**src/rtl/cache_line_fill_pkg.sv**
```systemverilog
// ----------------------------------------------------------------------------
// cache_line_fill_pkg
//   Shared size defaults, the line-fill FSM state encoding and a small helper
//   used to derive the line byte-offset width.
// ----------------------------------------------------------------------------
package cache_line_fill_pkg;

  localparam int ENTRY_WIDTH_DEF    = 10;  // array index width, word granularity
  localparam int DATA_WIDTH_DEF     = 32;  // word width in bits
  localparam int WORDS_PER_LINE_DEF = 4;   // words per cache line, power of two
  localparam int WORD_SEL_WIDTH_DEF = 2;   // log2(WORDS_PER_LINE)
  localparam int ADDR_WIDTH_DEF     = 32;  // memory byte address width

  typedef enum logic [2:0] {
    ST_IDLE      = 3'd0,
    ST_WB_SEND   = 3'd1,
    ST_FILL_REQ  = 3'd2,
    ST_FILL_RECV = 3'd3,
    ST_DONE      = 3'd4
  } fill_state_e;

  // Number of byte-address bits that lie inside one cache line.
  function automatic int line_offset_bits(input int words, input int data_width);
    return $clog2(words * data_width / 8);
  endfunction

endpackage

```
**src/rtl/cache_line_fill.sv**
```systemverilog
// ----------------------------------------------------------------------------
// cache_line_fill
//   Initiator-side controller for the cache data array. On a miss it
//   optionally writes the dirty victim line back to the next memory level one
//   word per handshake, then issues a single line read and writes the
//   returned beats into the array, one word per cycle.
//
// Ports
//   clk, rst_n           clock, asynchronous active-low reset
//   req_valid/req_ready  miss request handshake (ready = idle)
//   req_wb               victim is dirty, write it back first
//   req_line             line number in the array
//   req_fill_addr        byte address of the line to fetch
//   req_wb_addr          byte address of the victim line
//   done                 one-cycle pulse after the last array write
//   arr_index/we/din     registered array write/read port
//   arr_dout             array read data, combinational from arr_index
//   mem_req_*            next-level request channel (valid/ready)
//   mem_rsp_valid/data   read response beats, no backpressure
//
// States
//   state        | meaning
//   ST_IDLE      | waiting for a miss, req_ready=1
//   ST_WB_SEND   | writing victim words to memory, one per handshake
//   ST_FILL_REQ  | presenting the line read request
//   ST_FILL_RECV | collecting response beats into the array
//   ST_DONE      | final array write in progress; done pulses next cycle
// ----------------------------------------------------------------------------
module cache_line_fill
  import cache_line_fill_pkg::*;
#(
  parameter int ENTRY_WIDTH    = ENTRY_WIDTH_DEF,
  parameter int DATA_WIDTH     = DATA_WIDTH_DEF,
  parameter int WORDS_PER_LINE = WORDS_PER_LINE_DEF,
  parameter int WORD_SEL_WIDTH = WORD_SEL_WIDTH_DEF,
  parameter int ADDR_WIDTH     = ADDR_WIDTH_DEF
) (
  input  logic                                  clk,
  input  logic                                  rst_n,
  input  logic                                  req_valid,
  output logic                                  req_ready,
  input  logic                                  req_wb,
  input  logic [ENTRY_WIDTH-WORD_SEL_WIDTH-1:0] req_line,
  input  logic [ADDR_WIDTH-1:0]                 req_fill_addr,
  input  logic [ADDR_WIDTH-1:0]                 req_wb_addr,
  output logic                                  done,
  output logic [ENTRY_WIDTH-1:0]                arr_index,
  output logic                                  arr_we,
  output logic [DATA_WIDTH-1:0]                 arr_din,
  input  logic [DATA_WIDTH-1:0]                 arr_dout,
  output logic                                  mem_req_valid,
  input  logic                                  mem_req_ready,
  output logic                                  mem_req_write,
  output logic [ADDR_WIDTH-1:0]                 mem_req_addr,
  output logic [DATA_WIDTH-1:0]                 mem_req_wdata,
  input  logic                                  mem_rsp_valid,
  input  logic [DATA_WIDTH-1:0]                 mem_rsp_data
);

  localparam int LINE_WIDTH     = ENTRY_WIDTH - WORD_SEL_WIDTH;
  localparam int BYTE_SEL_WIDTH = $clog2(DATA_WIDTH / 8);
  localparam int LINE_OFS_WIDTH = line_offset_bits(WORDS_PER_LINE, DATA_WIDTH);

  localparam logic [ADDR_WIDTH-1:0] LINE_MASK =
    ~((ADDR_WIDTH'(1) << LINE_OFS_WIDTH) - ADDR_WIDTH'(1));
  localparam logic [WORD_SEL_WIDTH-1:0] LAST_WORD = WORD_SEL_WIDTH'(WORDS_PER_LINE - 1);
  localparam logic [WORD_SEL_WIDTH-1:0] ONE_WORD  = WORD_SEL_WIDTH'(1);

  fill_state_e                state;
  fill_state_e                state_nxt;
  logic [WORD_SEL_WIDTH-1:0]  cnt;
  logic [LINE_WIDTH-1:0]      line_q;
  logic [ADDR_WIDTH-1:0]      fill_addr_q;
  logic [ADDR_WIDTH-1:0]      wb_addr_q;
  logic [ADDR_WIDTH-1:0]      word_ofs;
  logic                       last_word;

  assign last_word = (cnt == LAST_WORD);
  assign word_ofs  = ADDR_WIDTH'(cnt) << BYTE_SEL_WIDTH;
  assign req_ready = (state == ST_IDLE);

  always_ff @(posedge clk or negedge rst_n) begin
    if (!rst_n) begin
      state <= ST_IDLE;
    end else begin
      state <= state_nxt;
    end
  end

  // Request-channel outputs come straight from the state register and the
  // captured addresses, so they cannot change while the memory stalls.
  // The handshake is qualified with mem_req_ready alone: valid is implied by
  // the state, which keeps the ready->valid path free of loops.
  always_comb begin
    state_nxt     = state;
    mem_req_valid = 1'b0;
    mem_req_write = 1'b0;
    mem_req_addr  = '0;
    mem_req_wdata = '0;
    case (state)
      ST_IDLE: begin
        if (req_valid) begin
          state_nxt = req_wb ? ST_WB_SEND : ST_FILL_REQ;
        end
      end
      ST_WB_SEND: begin
        mem_req_valid = 1'b1;
        mem_req_write = 1'b1;
        mem_req_addr  = wb_addr_q + word_ofs;
        mem_req_wdata = arr_dout;
        if (mem_req_ready && last_word) begin
          state_nxt = ST_FILL_REQ;
        end
      end
      ST_FILL_REQ: begin
        mem_req_valid = 1'b1;
        mem_req_addr  = fill_addr_q;
        if (mem_req_ready) begin
          state_nxt = ST_FILL_RECV;
        end
      end
      ST_FILL_RECV: begin
        if (mem_rsp_valid && last_word) begin
          state_nxt = ST_DONE;
        end
      end
      ST_DONE: begin
        state_nxt = ST_IDLE;
      end
      default: begin
        state_nxt = ST_IDLE;
      end
    endcase
  end

  // Array port and word counter. arr_index/arr_din only move on the edge that
  // also sets or clears arr_we, so they are steady for the whole write cycle.
  // The counter is a power-of-two wide, so the increment after the last word
  // wraps it back to zero for the next phase.
  always_ff @(posedge clk or negedge rst_n) begin
    if (!rst_n) begin
      cnt         <= '0;
      line_q      <= '0;
      fill_addr_q <= '0;
      wb_addr_q   <= '0;
      arr_index   <= '0;
      arr_din     <= '0;
      arr_we      <= 1'b0;
      done        <= 1'b0;
    end else begin
      arr_we <= 1'b0;
      done   <= (state == ST_DONE);
      case (state)
        ST_IDLE: begin
          if (req_valid) begin
            line_q      <= req_line;
            fill_addr_q <= req_fill_addr & LINE_MASK;
            wb_addr_q   <= req_wb_addr & LINE_MASK;
            arr_index   <= {req_line, {WORD_SEL_WIDTH{1'b0}}};
            cnt         <= '0;
          end
        end
        ST_WB_SEND: begin
          if (mem_req_ready) begin
            cnt       <= cnt + ONE_WORD;
            arr_index <= {line_q, cnt + ONE_WORD};
          end
        end
        ST_FILL_RECV: begin
          if (mem_rsp_valid) begin
            arr_we    <= 1'b1;
            arr_index <= {line_q, cnt};
            arr_din   <= mem_rsp_data;
            cnt       <= cnt + ONE_WORD;
          end
        end
        default: begin
        end
      endcase
    end
  end

endmodule
```
**config.mk**
```make
export PLATFORM = sky130hd
export DESIGN_NAME = cache_line_fill
export DESIGN_NICKNAME = d
export VERILOG_FILES = /design/src/rtl/cache_line_fill_pkg.sv /design/src/rtl/cache_line_fill.sv
export SDC_FILE = /design/constraint.sdc
export NUM_CORES = 1
export LEC_CHECK = 0
export CAP_MARGIN = 30
export CELL_PAD_IN_SITES_DETAIL_PLACEMENT = 1
export CELL_PAD_IN_SITES_GLOBAL_PLACEMENT = 1
export CORE_UTILIZATION = 33
export DETAILED_ROUTE_END_ITERATION = 8
export GPL_ROUTABILITY_DRIVEN = 0
export HOLD_SLACK_MARGIN = 0.05
export PLACE_DENSITY_LB_ADDON = 0.25
export SYNTH_ARGS = -nofsm -noshare
export SYNTH_HDL_FRONTEND = slang
export SYNTH_SLANG_ARGS = --single-unit
```
**constraint.sdc**
```tcl
create_clock -name clk -period 5 [get_ports clk]
set_clock_uncertainty 0.2 [all_clocks]
set_input_delay 0.5 -clock clk [delete_from_list [all_inputs] [get_ports clk]]
set_output_delay 0.5 -clock clk [all_outputs]
set_load 0.01 [all_outputs]
```
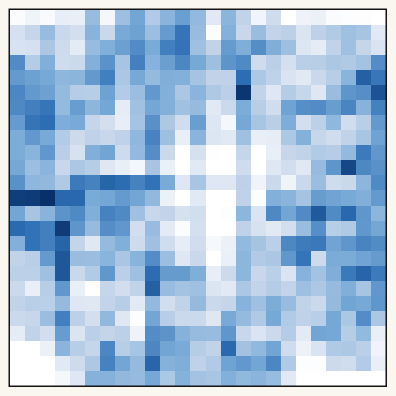
Figure 1: run 1, routed metal per tile.
(3 px per um) The die is cut into 25 by 25 equal tiles; white is low, dark blue is high, scaled to the fullest tile. Values are wire area over tile area, all layers added.
The densest ninth of the die: west. The emptiest ninth of the die: centre. 27% of the tiles are over half the peak. The fullest tile reaches 0.40. 6.6% of the tiles are nearly empty. The mean over all tiles is 0.15.

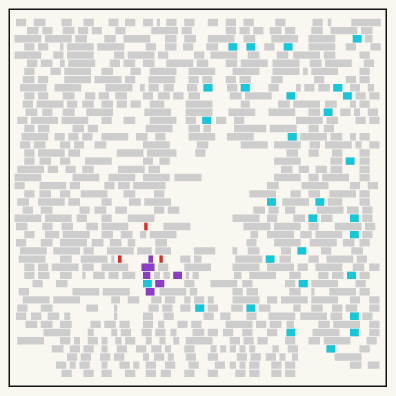
Figure 2: run 1, selected gate families.
(3 px per um)
Red is inv cells, cells 3, most used inv_1. Purple is aoi and oai cells, cells 6, most used a221oi_1. Cyan is non-inverting ao/oa cells, cells 29, most used a22o_1.

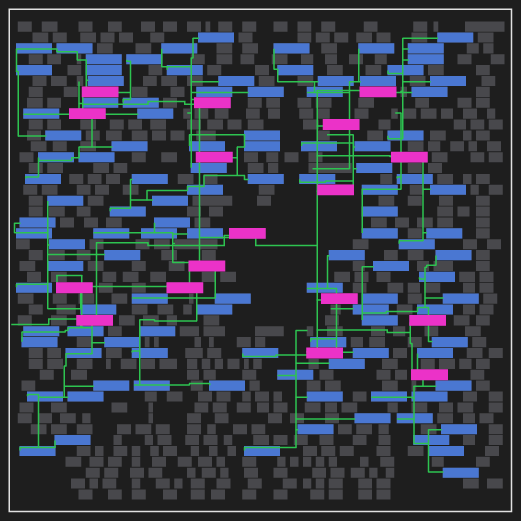
Figure 3: run 1, clock distribution.
(4 px per um)
Magenta is clock-net drivers, count 17. Green is clock wires, length 1550 um. Blue is flip-flops, count 113.
There are 18 routed clock nets. Position of the flops: all over the die.

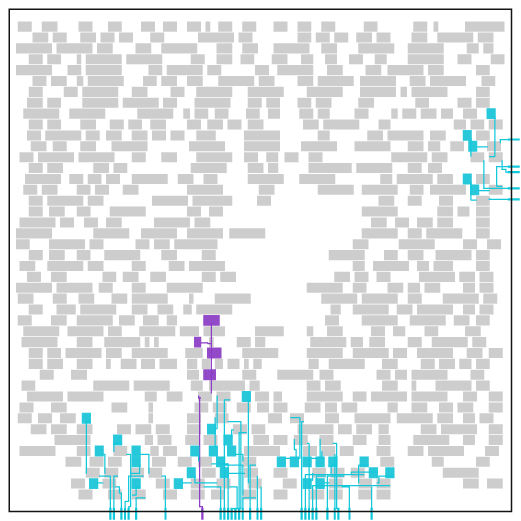
Figure 4: run 1, I/O nets highlighted.
(4 px per um)
Purple is `mem_req_ready`, bits 1, direction input, edge south, end cells 4, buffers 1, wire 50.5 um. Cyan is `mem_req_wdata`, bits 32, direction output, edge 27 south, 5 east, end cells 32, buffers 32, wire 598 um.

==> results.yml, run 1 <==
# flow metrics
finish:
  reg_top3: "arr_din: 32 flops, fill_addr_q: 28 flops, wb_addr_q: 28 flops"
logic_synthesis:
  top_cells_by_count: "dfrtp_1, mux2_2, and2_1"
  ys_warn_count: 0
  yosys.stat.seqShare_pct: 56.5
  synthTopLogicFamily: "multiplexers"
sta:
  worst_pin_slew_ns: 0.679
  fin_crit_ns: 3.64
  fmax_mhz: 275
worst_setup_path:
  critPathMaxStageDelay_ns: 0.62
  required_ns: 4.30
  cp-end-kind: "output pin"
routing:
  vias_per_cell: 4.73
  drc: 32
  routedWlPerCell_um: 17.9
outcome:
  outcome: "complete, but fails checks"
  failed_checks: "design-rule violations"
global_routing:
  grt_pass1_vias: 4200
  grt-ovfl-total: 0
  met3_usage_pct: 6.72
  grt_pass1_wl_um: 22700
floorplanning:
  rows: 44
power:
  switching_share_pct: 30.0
  pg_seq_uw: 1620
  pg_comb_uw: 2160
-- run 1: cells in the final DEF (no fill, tap or decap), drive strengths merged --
cell           count
clkdlybuf4s50    241
mux2             117
dfrtp            113
and2              37
a22o              28
clkbuf            22
buf               10
nor2               6
clkinv             6
inv                3
nor3               2
mux2i              2
a221oi             2
conb               2
clkinvlp           2
bufinv             2
nand2b             2
or2                1
nand4b             1
a21boi             1
a211oi             1
xor2               1
a21oi              1
a31o               1
nor2b              1
a311oi             1
ha                 1
dlygate4sd3        1
-- run 1: final cells by class --
cell class | count | area (sq um)
Clock inverter | 10 | 109
Tap cell | 184 | 230
Multi-Input combinational cell | 208 | 2000
Sequential cell | 113 | 2830
Timing Repair Buffer | 252 | 2550
Fill cell | 1448 | 6440
Inverter | 3 | 11.3
Clock buffer | 22 | 474
==> inputs of run 2 (changes only) <==
Settings changed: CORE_UTILIZATION 33 to 28.
Clock period 5 ns to 3.2 ns, I/O delays scaled along.
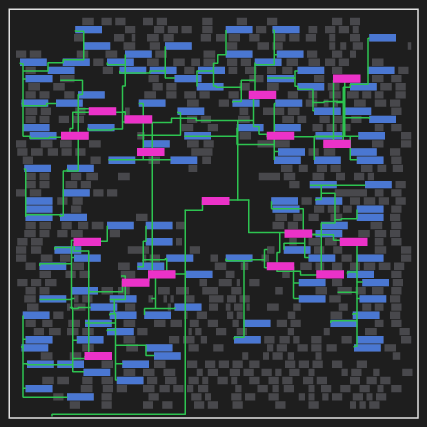
Figure 5: run 2, clock distribution.
(3 px per um)
Blue is flip-flops, count 113. Green is clock wires, length 1720 um. Magenta is clock-net drivers, count 17.
There are 18 routed clock nets. Position of the flops: all over the die.
Clk pwr share: 24.0%
clock network power: 1870 uW
Late-Pin Clk Latency: 0.41 ns

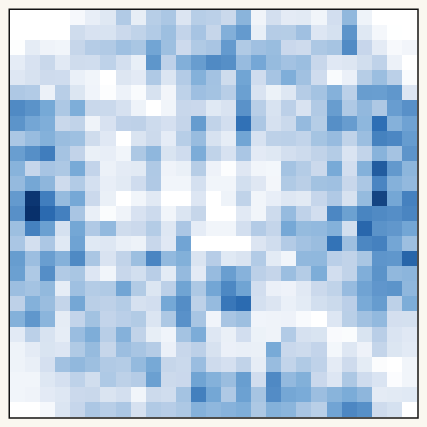
Figure 6: run 2, routed metal per tile.
(3 px per um) The die is cut into 27 by 27 equal tiles; white is low, dark blue is high, scaled to the fullest tile. Values are wire area over tile area, all layers added.
The fullest tile reaches 0.43. 5.1% of the tiles are nearly empty. 16% of the tiles are over half the peak.
WL final: 14500 um
gr usage total: 16.6%
DR vias: 3751
WL per Instance: 17.4 um

==> run 2 against run 1 <==
Compared with the run above: the run now ends clean; sequential share of layout area fell by 0.26 points; die area rose by 18%; power rose by 57%; via count rose by 0.11%; clock-buffer cell count did not move; wire length rose by 2.3%; worst hold slack improved by 0.036 ns; clock power rose by 58%; combinational power rose by 57%; critical path depth did not move; critical path type unchanged; highest routed layer unchanged.
==> results.yml, run 2 <==
# flow metrics
logic_synthesis:
  top_cells_by_count: "dfrtp_1, mux2_2, and2_1"
  yosys.stat.seqShare_pct: 56.5
global_routing:
  grt-ovfl-total: 0
  grt_pass1_vias: 4305
  grt_pass1_wl_um: 22900
finish:
  n_clock_buffer: 22
  logic_area_sq_um: 2000
  buf_share_pct: 30.9
  comb_cells: 208
  nFillCells: 1766
  lay_top_count: "clkdlybuf4s50_1"
  final-clk-cell-share_pct: 7.16
  dominant-cell-class: "registers"
  comb_share_pct: 24.2
  sh_seq_area_pct: 34.2
  buffers: 253
  inv_count: 3
  seq_cells: 113
  reg_top3: "arr_din: 32 flops, fill_addr_q: 28 flops, wb_addr_q: 28 flops"
sta:
  fin_crit_ns: 3.03
  fmax_mhz: 330
worst_setup_path:
  cp-end-kind: "output pin"
  critPathMaxStageDelay_ns: 0.67
power:
  pg_comb_uw: 3390
  switching_share_pct: 30.0
outcome:
  outcome: "finished clean"
floorplanning:
  n_tap_cell: 225
  rows: 48
routing:
  drc: 0
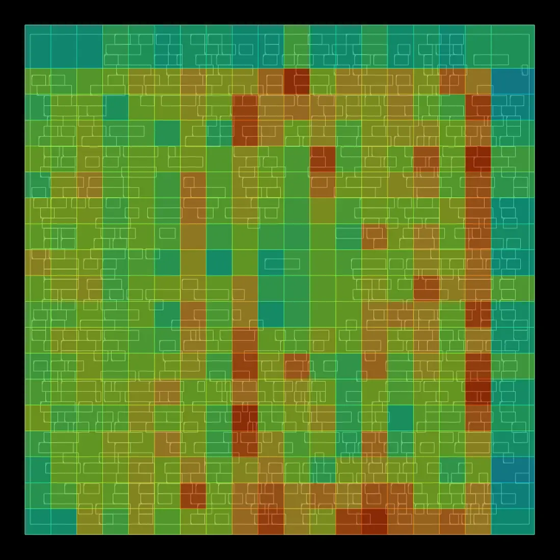
Figure 7: run 2, routing congestion map.
Final Util: 47.6%
met2 GRT Util: 28.6%
global-route met1 utilization: 18.4%
gr busiest metal: met2
met3 GRT Util: 5.95%

[run 2: cell counts after synthesis]
Identical to the previous run, type by type.
[run 2: timing repair]
action	4_1_cts	5_1_grt
hold endpoints to repair	52	0
hold buffers	1	0
gates resized	0	0
[run 2: cell families (layout without fill, tap and decap cells)]
group | count (synthesis) | count (layout)
flops | 113 | 113
simple gates | 50 | 50
other cells | 1 | 2
buf+inv | 28 | 288
fa+ha+maj | 1 | 1
xor+xnor | 1 | 1
mux | 119 | 119
compound gates | 35 | 35
[run 2: worst max-delay path, delay by kind of cell, from the launching register on]
kind	cells	cell delay, ns
AND/OR/NAND/NOR	1	0.24
flip-flops	1	0.67
AND-OR/OR-AND	1	0.17
buffers and inverters	3	1.01
==> inputs of run 3 (changes only) <==
Settings changed: CORE_MARGIN set to 10, SLEW_MARGIN set to 20.
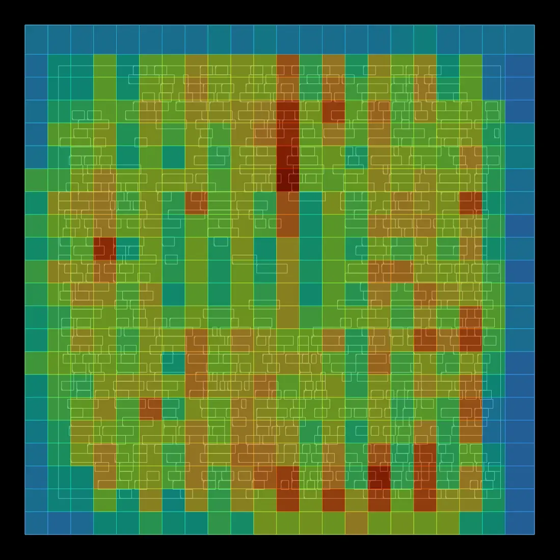
Figure 8: run 3, routing congestion map.
met3 GRT Util: 6.30%
global-route met1 utilization: 14.2%

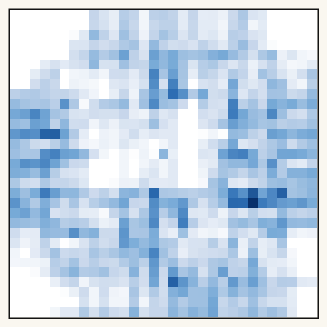
Figure 9: run 3, routed metal per tile.
(2 px per um) The die is cut into 31 by 31 equal tiles; white is low, dark blue is high, scaled to the fullest tile. Values are wire area over tile area, all layers added.
The fullest tile reaches 0.45. The densest ninth of the die: east. The mean over all tiles is 0.11.

==> run 3 against run 2 <==
Compared with the run above: register-to-register slack better by 0.26 ns; critical path depth unchanged; largest power group unchanged; critical endpoint is now mem_req_addr[4]; combinational power up 2%.
==> results.yml, run 3 <==
# flow metrics
worst_setup_path:
  cp-end-kind: "output pin"
  required_ns: 2.68
global_routing:
  top_usage_layer: "met2"
  grt_pass1_wl_um: 25600
  met2_usage_pct: 24.6
  track_usage_pct: 13.9
  grt-ovfl-total: 0
outcome:
  outcome: "finished clean"
sta:
  worst_pin_slew_ns: 0.755
  fmax_mhz: 335
floorplanning:
  n_tap_cell: 225
  rows: 48
finish:
  comb_share_pct: 24.0
  nFillCells: 1779
  final_core_util_pct: 47.9
  seq_cells: 113
  n_clock_buffer: 23
  regArea_sq_um: 2830
  buf_share_pct: 30.7
  inv_count: 3
  comb_cells: 208
  logic_area_sq_um: 2000
  sh_seq_area_pct: 33.9
  lay_top_cells: "clkdlybuf4s50_1, dfrtp_1, mux2_2, and2_1, a22o_1"
clock_tree:
  cts.hold.buffers_added: 1
  clock_latency_ns: 0.40
  cts.repair.resized: 0
routing:
  vias_per_cell: 4.54
  wl_um: 16700
  drc: 0
  vias: 3780
logic_synthesis:
  top_cells_by_count: "dfrtp_1, mux2_2, and2_1"
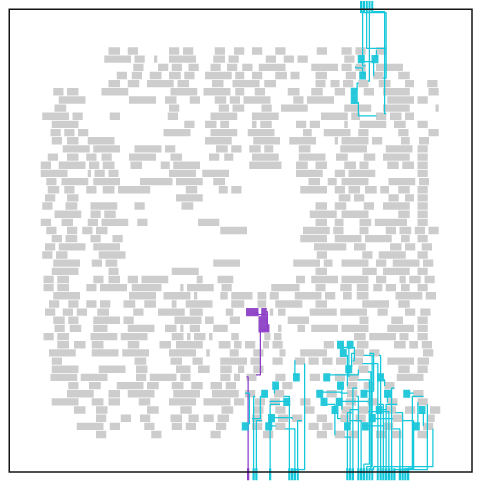
Figure 10: run 3, I/O nets highlighted.
(3 px per um)
Purple is `mem_req_ready`, bits 1, direction input, edge south, end cells 4, buffers 1, wire 62.1 um. Cyan is `mem_req_wdata`, bits 32, direction output, edge 27 south, 5 north, end cells 32, buffers 32, wire 1080 um.

run 3: logic make-up (layout without fill, tap and decap cells):
group                    after synthesis  after routing
AND-OR/OR-AND                         35             35
XOR/XNOR                               1              1
adder cells (fa/ha/maj)                1              1
buffers and inverters                 28            287
flip-flops                           113            113
multiplexers                         119            119
other                                  1              2
AND/OR/NAND/NOR                       50             50
run 3: where the power goes:
group	internal, uW	leakage [uW]	switching (uW)
clock network	1440	0.000321	641
logic	2120	0.00178	1350
registers	2130	0.00137	385
total	5690	0.00346	2380
run 3: critical path, stage by stage (launching register included):
cell and delay, ns:
dfrtp_1 0.48, nand2b_4 0.28, nor2_4 0.12, buf_4 0.36, a22o_1 0.24, clkdlybuf4s50_1 0.55
No activity file was given, so power comes from the tool's default toggle rates.
